$ cat src/rtl/ram_fifo_pkg.sv
// Shared state encoding and default widths for the RAM-backed FIFO sequencer.
package ram_fifo_pkg;
    localparam int DATA_W_DEF = 8;
    localparam int ADDR_W_DEF = 1;

    typedef enum logic [1:0] {
        ST_IDLE  = 2'd0,
        ST_WRITE = 2'd1,
        ST_READ  = 2'd2
    } state_t;
endpackage

$ cat src/rtl/ram_fifo_ptr.sv
// Wrap-around RAM address pointer with synchronous clear and increment.
// Latency: new value visible the cycle after inc. No backpressure.
// Wraps modulo 2**ADDR_W by natural overflow.
module ram_fifo_ptr #(
    parameter int ADDR_W = 1
) (
    input  logic              clk,
    input  logic              clear,
    input  logic              inc,
    output logic [ADDR_W-1:0] ptr
);
    localparam logic [ADDR_W-1:0] PTR_ONE = ADDR_W'(1);

    always_ff @(posedge clk) begin
        if (clear)
            ptr <= '0;
        else if (inc)
            ptr <= ptr + PTR_ONE;
    end
endmodule

$ cat src/rtl/ram_fifo_ctrl.sv
// Sequencer turning push/pop handshakes into RAM strobes, making the RAM a circular FIFO.
// Latency: write lands 1 cycle after accept; pop_valid pulses 2 cycles after accept.
// Backpressure: ready only in IDLE; pop wins ties. FIFO_ERR_FLAGS_EN adds sticky overflow/underflow.
module ram_fifo_ctrl
    import ram_fifo_pkg::*;
#(
    parameter int DATA_W = DATA_W_DEF,
    parameter int ADDR_W = ADDR_W_DEF
) (
    input  logic              clk,
    input  logic              clear,
    input  logic              push_valid,
    input  logic [DATA_W-1:0] push_data,
    output logic              push_ready,
    input  logic              pop_req,
    output logic              pop_ready,
    output logic [DATA_W-1:0] pop_data,
    output logic              pop_valid,
    output logic              full,
    output logic              empty,
    output logic [ADDR_W:0]   count,
    output logic [ADDR_W-1:0] ram_addr,
    output logic              ram_r_w,
    output logic [DATA_W-1:0] ram_in,
    input  logic [DATA_W-1:0] ram_out,
`ifdef FIFO_ERR_FLAGS_EN
    output logic              overflow,
    output logic              underflow,
`endif
    output logic              ram_clear
);
    localparam logic [ADDR_W:0] CNT_FULL = (ADDR_W+1)'(1 << ADDR_W);
    localparam logic [ADDR_W:0] CNT_ONE  = (ADDR_W+1)'(1);

    state_t            state;
    state_t            state_nxt;
    logic [DATA_W-1:0] wdata;
    logic [ADDR_W-1:0] wr_ptr;
    logic [ADDR_W-1:0] rd_ptr;
    logic              push_acc;
    logic              pop_acc;

    assign ram_clear = clear;
    assign push_acc  = push_valid & push_ready;
    assign pop_acc   = pop_req & pop_ready;
    assign full      = (count == CNT_FULL);
    assign empty     = (count == '0);

    ram_fifo_ptr #(.ADDR_W(ADDR_W)) u_wr_ptr (
        .clk   (clk),
        .clear (clear),
        .inc   (state == ST_WRITE),
        .ptr   (wr_ptr)
    );

    ram_fifo_ptr #(.ADDR_W(ADDR_W)) u_rd_ptr (
        .clk   (clk),
        .clear (clear),
        .inc   (state == ST_READ),
        .ptr   (rd_ptr)
    );

    always_ff @(posedge clk) begin
        if (clear)
            state <= ST_IDLE;
        else
            state <= state_nxt;
    end

    always_comb begin
        state_nxt = state;
        case (state)
            ST_IDLE: begin
                if (pop_acc)
                    state_nxt = ST_READ;
                else if (push_acc)
                    state_nxt = ST_WRITE;
            end
            ST_WRITE: state_nxt = ST_IDLE;
            ST_READ:  state_nxt = ST_IDLE;
            default:  state_nxt = ST_IDLE;
        endcase
    end

    // A pending pop blocks the push so the two never share one RAM slot.
    always_comb begin
        push_ready = (state == ST_IDLE) & ~full & ~(pop_req & ~empty);
        pop_ready  = (state == ST_IDLE) & ~empty;
        ram_r_w    = (state == ST_WRITE);
        ram_addr   = (state == ST_WRITE) ? wr_ptr : rd_ptr;
        ram_in     = (state == ST_WRITE) ? wdata : '0;
    end

    always_ff @(posedge clk) begin
        if (clear)
            wdata <= '0;
        else if (push_acc)
            wdata <= push_data;
    end

    // Count moves only when the RAM access completes, so an aborted op leaves it untouched.
    always_ff @(posedge clk) begin
        if (clear)
            count <= '0;
        else if (state == ST_WRITE)
            count <= count + CNT_ONE;
        else if (state == ST_READ)
            count <= count - CNT_ONE;
    end

    always_ff @(posedge clk) begin
        if (clear) begin
            pop_data  <= '0;
            pop_valid <= 1'b0;
        end else begin
            pop_valid <= (state == ST_READ);
            if (state == ST_READ)
                pop_data <= ram_out;
        end
    end

`ifdef FIFO_ERR_FLAGS_EN
    always_ff @(posedge clk) begin
        if (clear) begin
            overflow  <= 1'b0;
            underflow <= 1'b0;
        end else if (state == ST_IDLE) begin
            if (push_valid & full)
                overflow <= 1'b1;
            if (pop_req & empty)
                underflow <= 1'b1;
        end
    end
`endif
endmodule

$ cat config.mk
export PLATFORM = sky130hd
export DESIGN_NAME = ram_fifo_ctrl
export DESIGN_NICKNAME = d
export VERILOG_FILES = /design/src/rtl/ram_fifo_pkg.sv /design/src/rtl/ram_fifo_ptr.sv /design/src/rtl/ram_fifo_ctrl.sv
export SDC_FILE = /design/constraint.sdc
export NUM_CORES = 1
export LEC_CHECK = 0
export CORE_MARGIN = 3
export CORE_UTILIZATION = 39
export CTS_CLUSTER_DIAMETER = 100
export DETAILED_ROUTE_END_ITERATION = 8
export PLACE_DENSITY = 0.76
export SLEW_MARGIN = 20
export SYNTH_ARGS = -nofsm -noshare
export SYNTH_HDL_FRONTEND = slang
export SYNTH_SLANG_ARGS = --single-unit
$ cat constraint.sdc
create_clock -name clk -period 2.4 [get_ports clk]
set_input_delay 0.48 -clock clk [delete_from_list [all_inputs] [get_ports clk]]
set_output_delay 0.48 -clock clk [all_outputs]
set_load 0.005 [all_outputs]
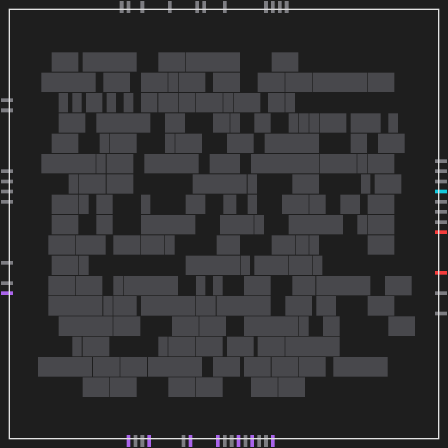
(ports around the boundary)
Pins as bars across the die edge, other pins in gray.
legend:
  cyan:
    port: pop_req
    pins: 1
    direction: input
    edge: east
  red:
    port: count
    pins: 2
    direction: output
    edge: east
  purple:
    port: pop_data
    pins: 8
    direction: output
    edge: 7 south, 1 west

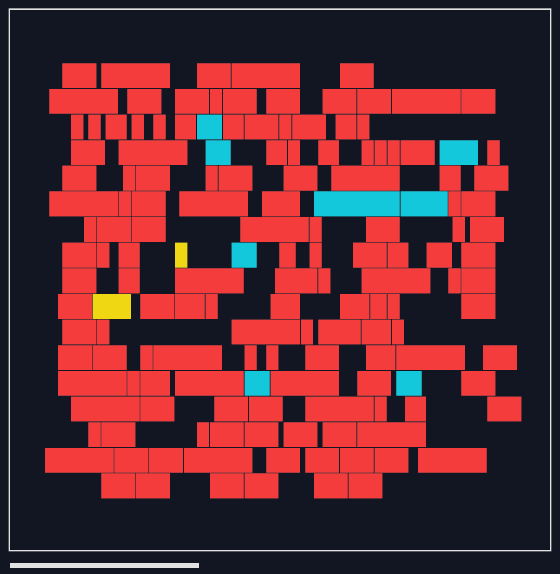
(cells by drive strength)
The bar under the picture is 20 microns long.
legend:
  cyan:
    size: _3 and _4 cells
    cells: 8
    share: 5.3%
    most_used: clkbuf_4
  red:
    size: _0 and _1 cells
    cells: 142
    share: 93%
    most_used: clkdlybuf4s50_1
  yellow:
    size: _2 cells
    cells: 2
    share: 1.3%

==> impl_metrics.py <==
# Synthesis and PnR figures
metrics = {
    "clocking": {
        "tritoncts": "yes",
        "cts_max_level": 1,
    },
    "yosys": {
        "synth.avg_cell_area_sq_um": 9.41,
        "yosysUniqueCellTypes": 25,
        "numSynthFlops": 23,
        "yosysChipArea_sq_um": 1030,
        "ys_warn_count": 0,
        "synth_area_sq_um": 1030,
        "ff_type": "dfxtp_1",
        "top_area_share_pct": 44.9,
        "top_cells_by_count": "23 x dfxtp_1, 18 x nand2_1, 16 x mux2i_1, 13 x nor2_1, 8 x and2_1",
        "ys_cells": 109,
        "top_cell": "dfxtp_1",
    },
    "job": {
        "max_cap_viol_count": 0,
    },
    "global_routing": {
        "grt_start_max_net_pins": 19,
    },
    "timing": {
        "hold_viol_final": 0,
        "fmax_ghz": 0.443,
        "setup_viol": 0,
    },
    "status": {
        "status": "complete, no violations",
    },
    "pwr": {
        "seqPwrFrac_pct": 39.7,
        "total_leakage_power_nw": 0.578,
        "powerDensity_nw_per_um2": 901,
    },
    "detailed_routing": {
        "dr_total_vias": 864,
    },
    "setup_path": {
        "path_class": "flop to output pin",
    },
    "floorplanning": {
        "core_sq_um": 2360,
    },
}
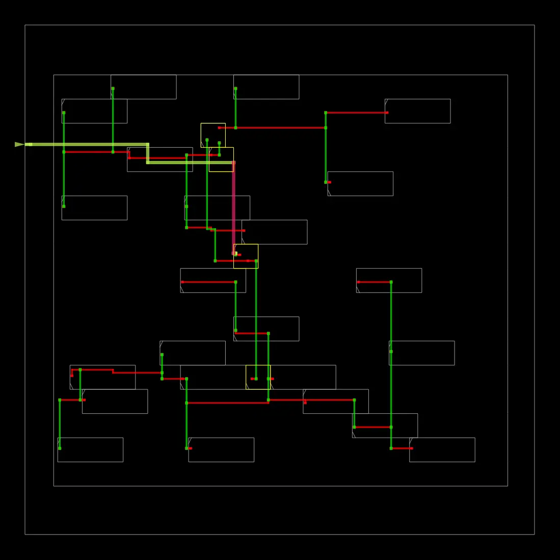
(clock wiring as the flow saved it)
power in the clock group: 0.182 mW
Sink Count: 23

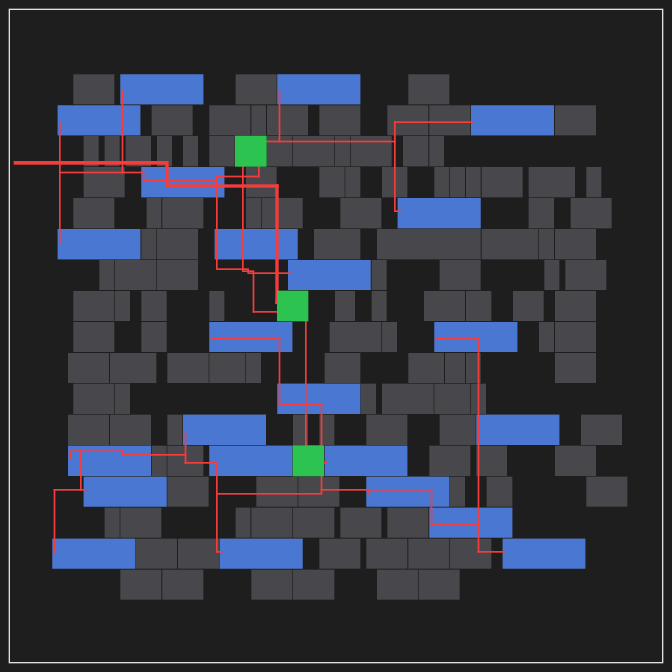
(clock distribution)
legend:
  blue:
    item: flip-flops
    count: 23
  green:
    item: clock drivers
    count: 3
  red:
    item: clock wires
    length: 264 microns
flops lie: spread over the die

==> state kept, by name (all words and copies together), names as in the netlist <==
signal / flops
pop_valid: 1
count: 2
state: 2
u_wr_ptr.ptr: 1
pop_data: 8
u_rd_ptr.ptr: 1
wdata: 8
==> metal layers <==
layer,part of all wire (%),up-vias
met4,0.46,0
met1,43,405
met3,4.8,2
li1,-,437
met5,0,-
met2,52,20
==> cell type report <==
cell class	instances	area share, %
clock buffer	3	1.49
clock inverter	1	0.495
inverter	5	1.24
multi-input combinational	74	33.9
sequential	23	30.4
tap	28	2.31
timing repair buffer	46	30.2
==> power by group through the flow <==
stage | clock (mW) | combinational, mW | sequential (mW)
finish | 0.182 | 0.641 | 0.542
global route | 0.206 | 0.710 | 0.555
CTS | 0.195 | 0.641 | 0.539
detailed placement | 0 | 0.634 | 0.547
global placement | 0 | 0.621 | 0.540
floorplan | 0 | 0.407 | 0.526
==> cells by family after synthesis <==
family,Yosys count,share of synthesized area (%)
DFF,23,44.9
and+or+nand+nor,45,21.0
muxes,17,16.7
AOI/OAI and AO/OA,5,4.02
xor gates and xnor gates,4,3.41
adders and majority gates,3,3.66
buffers and inverters,12,6.34
==> repair_timing <==
| action | CTS | global route |
|---|---|---|
| endpoints found under the hold margin | 0 | 0 |
| resized | 1 | 1 |
| hold buffers | 0 | 0 |
| endpoints found under the setup margin | 1 | 1 |
==> stage by stage <==
stage          instances  area, sq um
2_1_floorplan        109         1030
3_3_place_gp         176         1470
3_5_place_dp         176         1470
4_1_cts              180         1510
5_1_grt              180         1520
6_report             180         1520
==> final timing paths <==
path	from	endpoint	slack (ps)	cells past startpoint
setup / recovery	state[1]	ram_addr	140	4
hold / removal	wdata[5]	wdata[5]	460	2
setup reg to reg	state[1]	wdata[2]	1010	4
hold reg to reg	wdata[5]	wdata[5]	460	2
==> worst max-delay path, stage by stage, from the launching register on <==
cell,delay [ps]
dfxtp_1,350
inv_1,110
ha_4,210
mux2_2,340
clkdlybuf4s50_1,440
==> cells in the final DEF, fill, tap and decap left out, types with 2 or more instances in the layout <==
cell,synthesis,routed
clkdlybuf4s50_1,0,45
dfxtp_1,23,23
and2_1,8,8
inv_1,4,4
ha_1,3,2
nand2_1,18,18
nor2_1,13,13
xnor2_1,4,4
clkbuf_4,0,3
mux2i_1,16,16
Power figures rest on the tool's default switching activity, not on a simulated workload.
